==> images/sizes.png <==
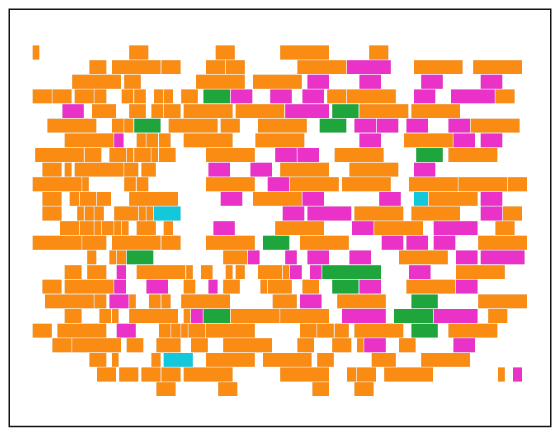
==> images/clocks.png <==
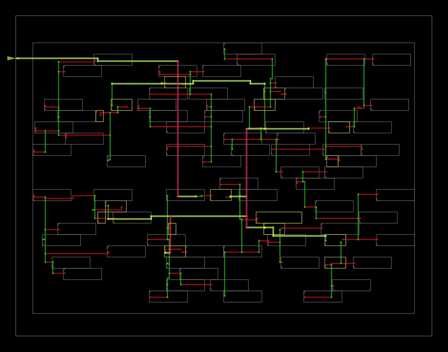
==> images/logic_types.png <==
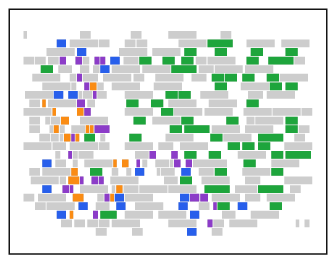
==> images/layer_met2.png <==
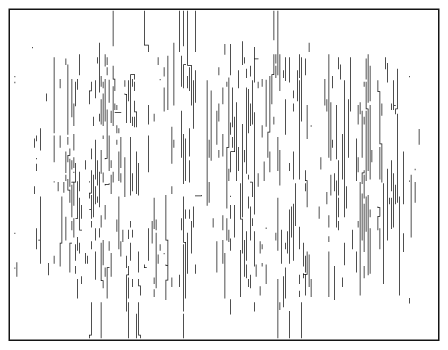
==> images/placement_by_type.png <==
Bar = 20 µm. Fill, decap, tap and diode cells in gray.
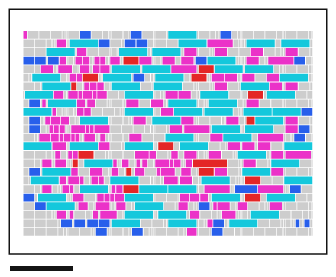
--- src/rtl/biphase_frame_rx_if.sv ---
// Byte stream handshake between the frame receiver and the console protocol logic.
interface biphase_frame_rx_if #(
   parameter int unsigned DATA_BITS = 8
);
   logic [DATA_BITS-1:0] byte_data;
   logic                 byte_valid;
   logic                 byte_ready;

   modport master (output byte_data, output byte_valid, input byte_ready);
   modport slave  (input byte_data, input byte_valid, output byte_ready);
endinterface

--- src/rtl/biphase_frame_rx.sv ---
// Assembles start/data/[parity]/stop console frames from decoded biphase bits into a byte FIFO.
// Even parity is compiled in when SYMCON_RX_PARITY_EN is defined.
module biphase_frame_rx #(
   parameter int unsigned DATA_BITS  = 8,
   parameter int unsigned FIFO_DEPTH = 4
) (
   input  logic                      clk,
   input  logic                      rst_n,
   input  logic                      bit_valid,
   input  logic                      bit_in,
   input  logic                      line_error,
   biphase_frame_rx_if.master        byte_if,
   output logic                      frame_error,
   output logic                      parity_error,
   output logic                      overrun,
   output logic [7:0]                frame_err_count,
   output logic [7:0]                overrun_count
);
   localparam int unsigned AW   = $clog2(FIFO_DEPTH);
   localparam int unsigned CntW = (DATA_BITS > 1) ? $clog2(DATA_BITS) : 1;

   typedef enum logic [2:0] {StHunt, StIdle, StData, StParity, StStop} state_e;

   state_e               state_q, state_d;
   logic [DATA_BITS-1:0] shift_q, shift_d;
   logic [CntW-1:0]      cnt_q, cnt_d;
   logic                 parity_ok;
`ifdef SYMCON_RX_PARITY_EN
   logic                 parity_q, parity_d;
   assign parity_ok = ~^{shift_q, parity_q};
`else
   assign parity_ok = 1'b1;
`endif

   logic [DATA_BITS-1:0] mem_q [FIFO_DEPTH];
   logic [AW:0]          wr_ptr_q, rd_ptr_q;
   logic                 frame_err_d, par_err_d, good, pop, full, push, ovr_d;

   // State register
   always_ff @(posedge clk or negedge rst_n) begin
      if (!rst_n) begin
         state_q  <= StHunt;
         shift_q  <= '0;
         cnt_q    <= '0;
`ifdef SYMCON_RX_PARITY_EN
         parity_q <= 1'b0;
`endif
      end else begin
         state_q  <= state_d;
         shift_q  <= shift_d;
         cnt_q    <= cnt_d;
`ifdef SYMCON_RX_PARITY_EN
         parity_q <= parity_d;
`endif
      end
   end

   // Next state; line_error overrides any strobe in the same cycle
   always_comb begin
      state_d  = state_q;
      shift_d  = shift_q;
      cnt_d    = cnt_q;
`ifdef SYMCON_RX_PARITY_EN
      parity_d = parity_q;
`endif
      if (line_error) begin
         state_d = StHunt;
      end else if (bit_valid) begin
         unique case (state_q)
            StHunt: if (bit_in) state_d = StIdle;
            StIdle: begin
               if (!bit_in) begin
                  state_d = StData;
                  cnt_d   = '0;
               end
            end
            StData: begin
               shift_d              = shift_q >> 1;
               shift_d[DATA_BITS-1] = bit_in;
               cnt_d                = cnt_q + CntW'(1);
               if (cnt_q == CntW'(DATA_BITS - 1)) begin
`ifdef SYMCON_RX_PARITY_EN
                  state_d = StParity;
`else
                  state_d = StStop;
`endif
               end
            end
            StParity: begin
`ifdef SYMCON_RX_PARITY_EN
               parity_d = bit_in;
`endif
               state_d = StStop;
            end
            StStop:  state_d = bit_in ? StIdle : StHunt;
            default: state_d = StHunt;
         endcase
      end
   end

   // Frame outcome decode
   always_comb begin
      frame_err_d = 1'b0;
      par_err_d   = 1'b0;
      good        = 1'b0;
      if (line_error) begin
         frame_err_d = (state_q == StData) || (state_q == StParity) || (state_q == StStop);
      end else if (bit_valid && state_q == StStop) begin
         if (!bit_in)         frame_err_d = 1'b1;
         else if (!parity_ok) par_err_d   = 1'b1;
         else                 good        = 1'b1;
      end
   end

   assign byte_if.byte_valid = wr_ptr_q != rd_ptr_q;
   assign byte_if.byte_data  = mem_q[rd_ptr_q[AW-1:0]];

   assign pop  = byte_if.byte_valid && byte_if.byte_ready;
   assign full = (wr_ptr_q[AW] != rd_ptr_q[AW]) && (wr_ptr_q[AW-1:0] == rd_ptr_q[AW-1:0]);
   // A pop in the same cycle frees the slot, so a full FIFO still accepts the frame
   assign push  = good && (!full || pop);
   assign ovr_d = good && full && !pop;

   always_ff @(posedge clk or negedge rst_n) begin
      if (!rst_n) begin
         frame_error     <= 1'b0;
         parity_error    <= 1'b0;
         overrun         <= 1'b0;
         frame_err_count <= '0;
         overrun_count   <= '0;
         wr_ptr_q        <= '0;
         rd_ptr_q        <= '0;
         for (int i = 0; i < FIFO_DEPTH; i++) mem_q[i] <= '0;
      end else begin
         frame_error  <= frame_err_d;
         parity_error <= par_err_d;
         overrun      <= ovr_d;
         if ((frame_err_d || par_err_d) && frame_err_count != 8'hFF) begin
            frame_err_count <= frame_err_count + 8'd1;
         end
         if (ovr_d && overrun_count != 8'hFF) overrun_count <= overrun_count + 8'd1;
         if (push) begin
            mem_q[wr_ptr_q[AW-1:0]] <= shift_q;
            wr_ptr_q                <= wr_ptr_q + 1'b1;
         end
         if (pop) rd_ptr_q <= rd_ptr_q + 1'b1;
      end
   end
endmodule

--- src/flat_wrapper.sv ---
// flat-port wrapper written by rule: the top's interface ports become plain ports
module biphase_frame_rx_flat 
#(
   parameter int unsigned DATA_BITS  = 8,
   parameter int unsigned FIFO_DEPTH = 4
)
  (clk, rst_n, bit_valid, bit_in, line_error, frame_error, parity_error, overrun, frame_err_count, overrun_count, byte_if_byte_data, byte_if_byte_valid, byte_if_byte_ready);
  biphase_frame_rx_if #(.DATA_BITS(DATA_BITS)) byte_if_i ();
  input  logic clk;
  input  logic rst_n;
  input  logic bit_valid;
  input  logic bit_in;
  input  logic line_error;
  output logic frame_error;
  output logic parity_error;
  output logic overrun;
  output logic [7:0] frame_err_count;
  output logic [7:0] overrun_count;
  output wire logic [$bits(byte_if_i.byte_data)-1:0] byte_if_byte_data;
  output wire logic [$bits(byte_if_i.byte_valid)-1:0] byte_if_byte_valid;
  input wire logic [$bits(byte_if_i.byte_ready)-1:0] byte_if_byte_ready;
  assign byte_if_byte_data = byte_if_i.byte_data;
  assign byte_if_byte_valid = byte_if_i.byte_valid;
  assign byte_if_i.byte_ready = byte_if_byte_ready;
  biphase_frame_rx #(.DATA_BITS(DATA_BITS), .FIFO_DEPTH(FIFO_DEPTH)) u_core (.clk(clk), .rst_n(rst_n), .bit_valid(bit_valid), .bit_in(bit_in), .line_error(line_error), .byte_if(byte_if_i), .frame_error(frame_error), .parity_error(parity_error), .overrun(overrun), .frame_err_count(frame_err_count), .overrun_count(overrun_count));
endmodule
--- config.mk ---
export PLATFORM = sky130hd
export DESIGN_NAME = biphase_frame_rx_flat
export DESIGN_NICKNAME = d
export VERILOG_FILES = /design/src/rtl/biphase_frame_rx_if.sv /design/src/rtl/biphase_frame_rx.sv /design/src/flat_wrapper.sv
export SDC_FILE = /design/constraint.sdc
export NUM_CORES = 1
export LEC_CHECK = 0
export CAP_MARGIN = 40
export CORE_ASPECT_RATIO = 0.75
export CORE_MARGIN = 4
export CORE_UTILIZATION = 50
export CTS_BUF_LIST = sky130_fd_sc_hd__clkbuf_4 sky130_fd_sc_hd__clkbuf_8 sky130_fd_sc_hd__clkbuf_16
export CTS_CLUSTER_DIAMETER = 30
export CTS_CLUSTER_SIZE = 28
export DETAILED_ROUTE_END_ITERATION = 16
export GPL_ROUTABILITY_DRIVEN = 0
export HOLD_SLACK_MARGIN = 0.12
export PLACE_DENSITY_LB_ADDON = 0.15
export RECOVER_POWER = 50
export SLEW_MARGIN = 20
export SYNTH_ARGS = -nofsm -noshare
export SYNTH_HDL_FRONTEND = slang
export SYNTH_SLANG_ARGS = --single-unit
--- constraint.sdc ---
create_clock -name clk -period 5.6 [get_ports clk]
set_input_delay 1.12 -clock clk [delete_from_list [all_inputs] [get_ports clk]]
set_output_delay 1.12 -clock clk [all_outputs]
set_load 0.005 [all_outputs]
==> run notes <==
Figures from the flow reports.

Run status:
- The run finished, with violations left.
- The checks that failed: capacitance limit, slew limit.

Die:
- The run puts the tap cell instance count at about 78.
- In this run the horizontal extent of the chip is 100.4 µm.
- The run gives the I/O pin count as 34.
- The run gives the starting density of the core as 53.25%.
- The run gives the total die size as 7753 µm².

Cells and area:
- The run gives the net count of the finished layout as approximately 290.
- The library cells used most frequently in the layout, excluding fill and tap cells, are sky130_fd_sc_hd__dfrtp_1 (70), sky130_fd_sc_hd__mux2_2 (43), sky130_fd_sc_hd__clkdlybuf4s50_1 (27), sky130_fd_sc_hd__xnor2_1 (12), sky130_fd_sc_hd__clkbuf_8 (11).
- The run gives the largest cell class by area as registers.
- 0 antenna diodes ended up in the layout.
- Summing all flip-flop and latch instances after layout gives ~1800 µm².
- The run gives the number of clock-tree buffers in the layout as 12.
- The run puts the number of inserted filler cells in the final layout at between 400 and 500.
- In the final layout, the multi-input gates occupy around 1400 µm².
- Per the final report, the share of cell area in non-clock buffers is under 10%.
- The run gives the fraction of layout instances using a drive strength above 1 as 28.62%.

Global route:
- The run gives the total routing resource utilization after global routing as approximately 16%.
- The run gives the initial antenna violation count as 0.
- The run gives the number of global-route vias before repair as just under 2,000.
- The run puts the wire length of the first global-routing pass at between 9 and 10 mm.
- The run puts the met1 usage in global routing at 22.77%.
- After global routing, the most crowded layer is met2.
- The run puts the largest net degree at the start of global routing at 44.

Routing:
- Summed over all nets, wire length on met3 after detailed routing comes to ~250 µm.
- The run gives the violation count after the first detailed-routing iteration as ~50.
- The run gives the remaining antenna violation count as 0.
- The run gives the wire length per cell as approximately 16 µm.
- Using the TritonRoute via totals, the vias-per-cell ratio works out to about 5.4.
- Signal routing reaches up to met4.
- The run puts the detailed-routed wire length on met2 at about 2.5 mm.

Timing:
- The run puts the worst slew margin relative to its limit at -2.189%.
- Max-slew check failures listed in the final report amount to 28.
- Post-route period utilization is reported as approximately 60%.
- The run gives the count of final hold-check violations as 0.

Min path:
- Looking at the hold checks, the worst path lands on u_core.wr_ptr_q[2].
- The launch point of the worst min-delay path is recorded as u_core.wr_ptr_q[2].
- The run gives the cell count of the worst hold path as 1.
- The path class of the tightest hold or removal check is reg -> reg.

Clock tree:
- On the reported timing paths, the clock transition at the registers reads ~70 ps.
- Post-CTS repair changed the size of 0 cells.
- Counting the buffers created by CTS gives 9.
- The run puts the buffer depth of the longest clock path at 2.
- The cell sitting at the root of the clock tree is a sky130_fd_sc_hd__clkbuf_8.
- The run gives the clock tree from TritonCTS as built.
- The run gives the number of setup buffers added after CTS as 0.
- The run puts the number of hold buffers added after cts at 0.
- The clock tree synthesis step divided the H-tree into 3 levels.

Worst setup path:
- The endpoint identified for the worst register-to-register timing path is u_core.mem_q[1].
- The launch point of the worst register-to-register path is recorded as u_core.rd_ptr_q[0].
- According to the timing report, the data required time at the worst endpoint equals between 5000 and 6000 ps.
- STA classifies the critical path endpoint as a flip-flop.
- The run puts the biggest fanout along the worst timing path at 9.
- The run puts the total stage count of the critical path at 6.
- The run puts the number of cells on the worst reg-to-reg path at 5.
- In this run the worst setup path begins at bit_valid.
- Per STA, the worst path accumulates the most delay in the family simple AND/OR/NAND/NOR gates.

Power:
- The run gives the total power per unit cell area as between 300 and 400 nW/µm².
- The run gives the part of the power in registers as a little over half.
- The run gives the net switching component of the power as around 0.00030 W.
- The run gives the clock network power as 0.000411 W.
- The run puts the switching share of power at roughly 26%.
- The clock network burns 35.4% of the power.
- The run gives the peak supply drop as around 0.00018 V.

Synth:
- The run gives the post-synth design cell area as ~3200 µm².
- For reference, the top cells by area after synthesis are sky130_fd_sc_hd__dfrtp_1 (55%), sky130_fd_sc_hd__mux2_2 (15%), sky130_fd_sc_hd__mux4_2 (5.6%).
- The run gives the number of synthesized flops with an enable pin as 0.
- The net count after synthesis is approximately 250.
- The run gives the dominant synthesized flop cell as sky130_fd_sc_hd__dfrtp_1.
- Yosys reports a chip area of ~3200 µm².
- The run puts the synthesized area per cell at roughly 14 µm².
- Per the synth log, the flip-flop and latch total comes to about 70.
- After synthesis, the netlist uses between 40 and 50 different library cells.
- Yosys printed 0 warnings.

Place:
- During placement, the flow inserted port buffers numbering 32.
- The run puts the total half-perimeter wirelength after legalization and detailed placement at about 3.8 mm.
- The run gives the post-place instance area as approximately 3600 µm².
- The run puts the placed instance count at about 340.
- The run gives the worst slack at placement as between 1500 and 2000 ps.

Flow run:
- In this run the tools logged warnings totalling 29.
- Across the run, the number of max-cap violations was 1.
## Picture notes: sizes.png
[_0 and _1 cells] orange | cells: 197
[_3 and _4 cells] cyan | cells: 3
[_6 and larger] green | cells: 13
[_2 cells] magenta | cells: 63
smallest setup slack after layout: 2255 ps
post-route cell area: 3801 µm²
Area growth, synth to finish: 18.86%
Plain + repair buffers: 34

## Picture notes: clocks.png
number of flip-flops and latches: 70
Skew-Pair Late Insertion Delay: 340 ps
number of sinks driven by the clock tree: 70

## Picture notes: logic_types.png
[mux cells] green | cells: 53
[xor and xnor cells] blue | cells: 19
[nor cells] orange | cells: 18 | where: middle left
[nand cells] purple | cells: 28
fraction of area in multi-input gates: 36.47%
Top cell excl fill/tap: sky130_fd_sc_hd__dfrtp_1
final cell count without fillers: 354

## Picture notes: layer_met2.png
wire length on this layer: 2,550 µm
share of all routed wire: 46%
main direction: vertical
overall routed net length: 5.564 mm
total vias in the final route: 1,916
M2 GR Usage: 23.21%

## Picture notes: placement_by_type.png
[remaining buffers and delay cells] blue | cells: 34 | share of their area: 9.2%
[sequential cells] cyan | cells: 70 | share of their area: 47%
[combinational and other logic] magenta | cells: 156 | share of their area: 38%
[clock drivers and dummy loads] red | cells: 16 | share of their area: 5.5%
Post-Route Utilization: 63.29%
core outline area: 6006 µm²
register fraction of the total cell area: 46.08%
floorplan row count: 24

-- cells by family (layout without fill, tap and decap cells) --
kind of cell               count (synthesis)  count (layout)  synth area share (%)
DFF                                       70              70                 54.77
xor gates and xnor gates                  19              19                 5.203
adders and majority gates                  9               9                 3.521
other                                      1               1                0.1173
and+or+nand+nor                           54              54                 10.02
AOI/OAI and AO/OA                         14              14                 3.052
buffers and inverters                     11              56                 1.760
muxes                                     53              53                 21.56
-- state kept, by name, indices dropped and copies added (netlist names) --
signal,count
u_core.frame_error,1
u_core.cnt_q,3
u_core.wr_ptr_q,3
u_core.rd_ptr_q,3
u_core.frame_err_count,8
u_core.mem_q,32
u_core.overrun_count,8
u_core.overrun,1
u_core.shift_q,8
u_core.state_q,3
No activity file was given, so power comes from the tool's default toggle rates.
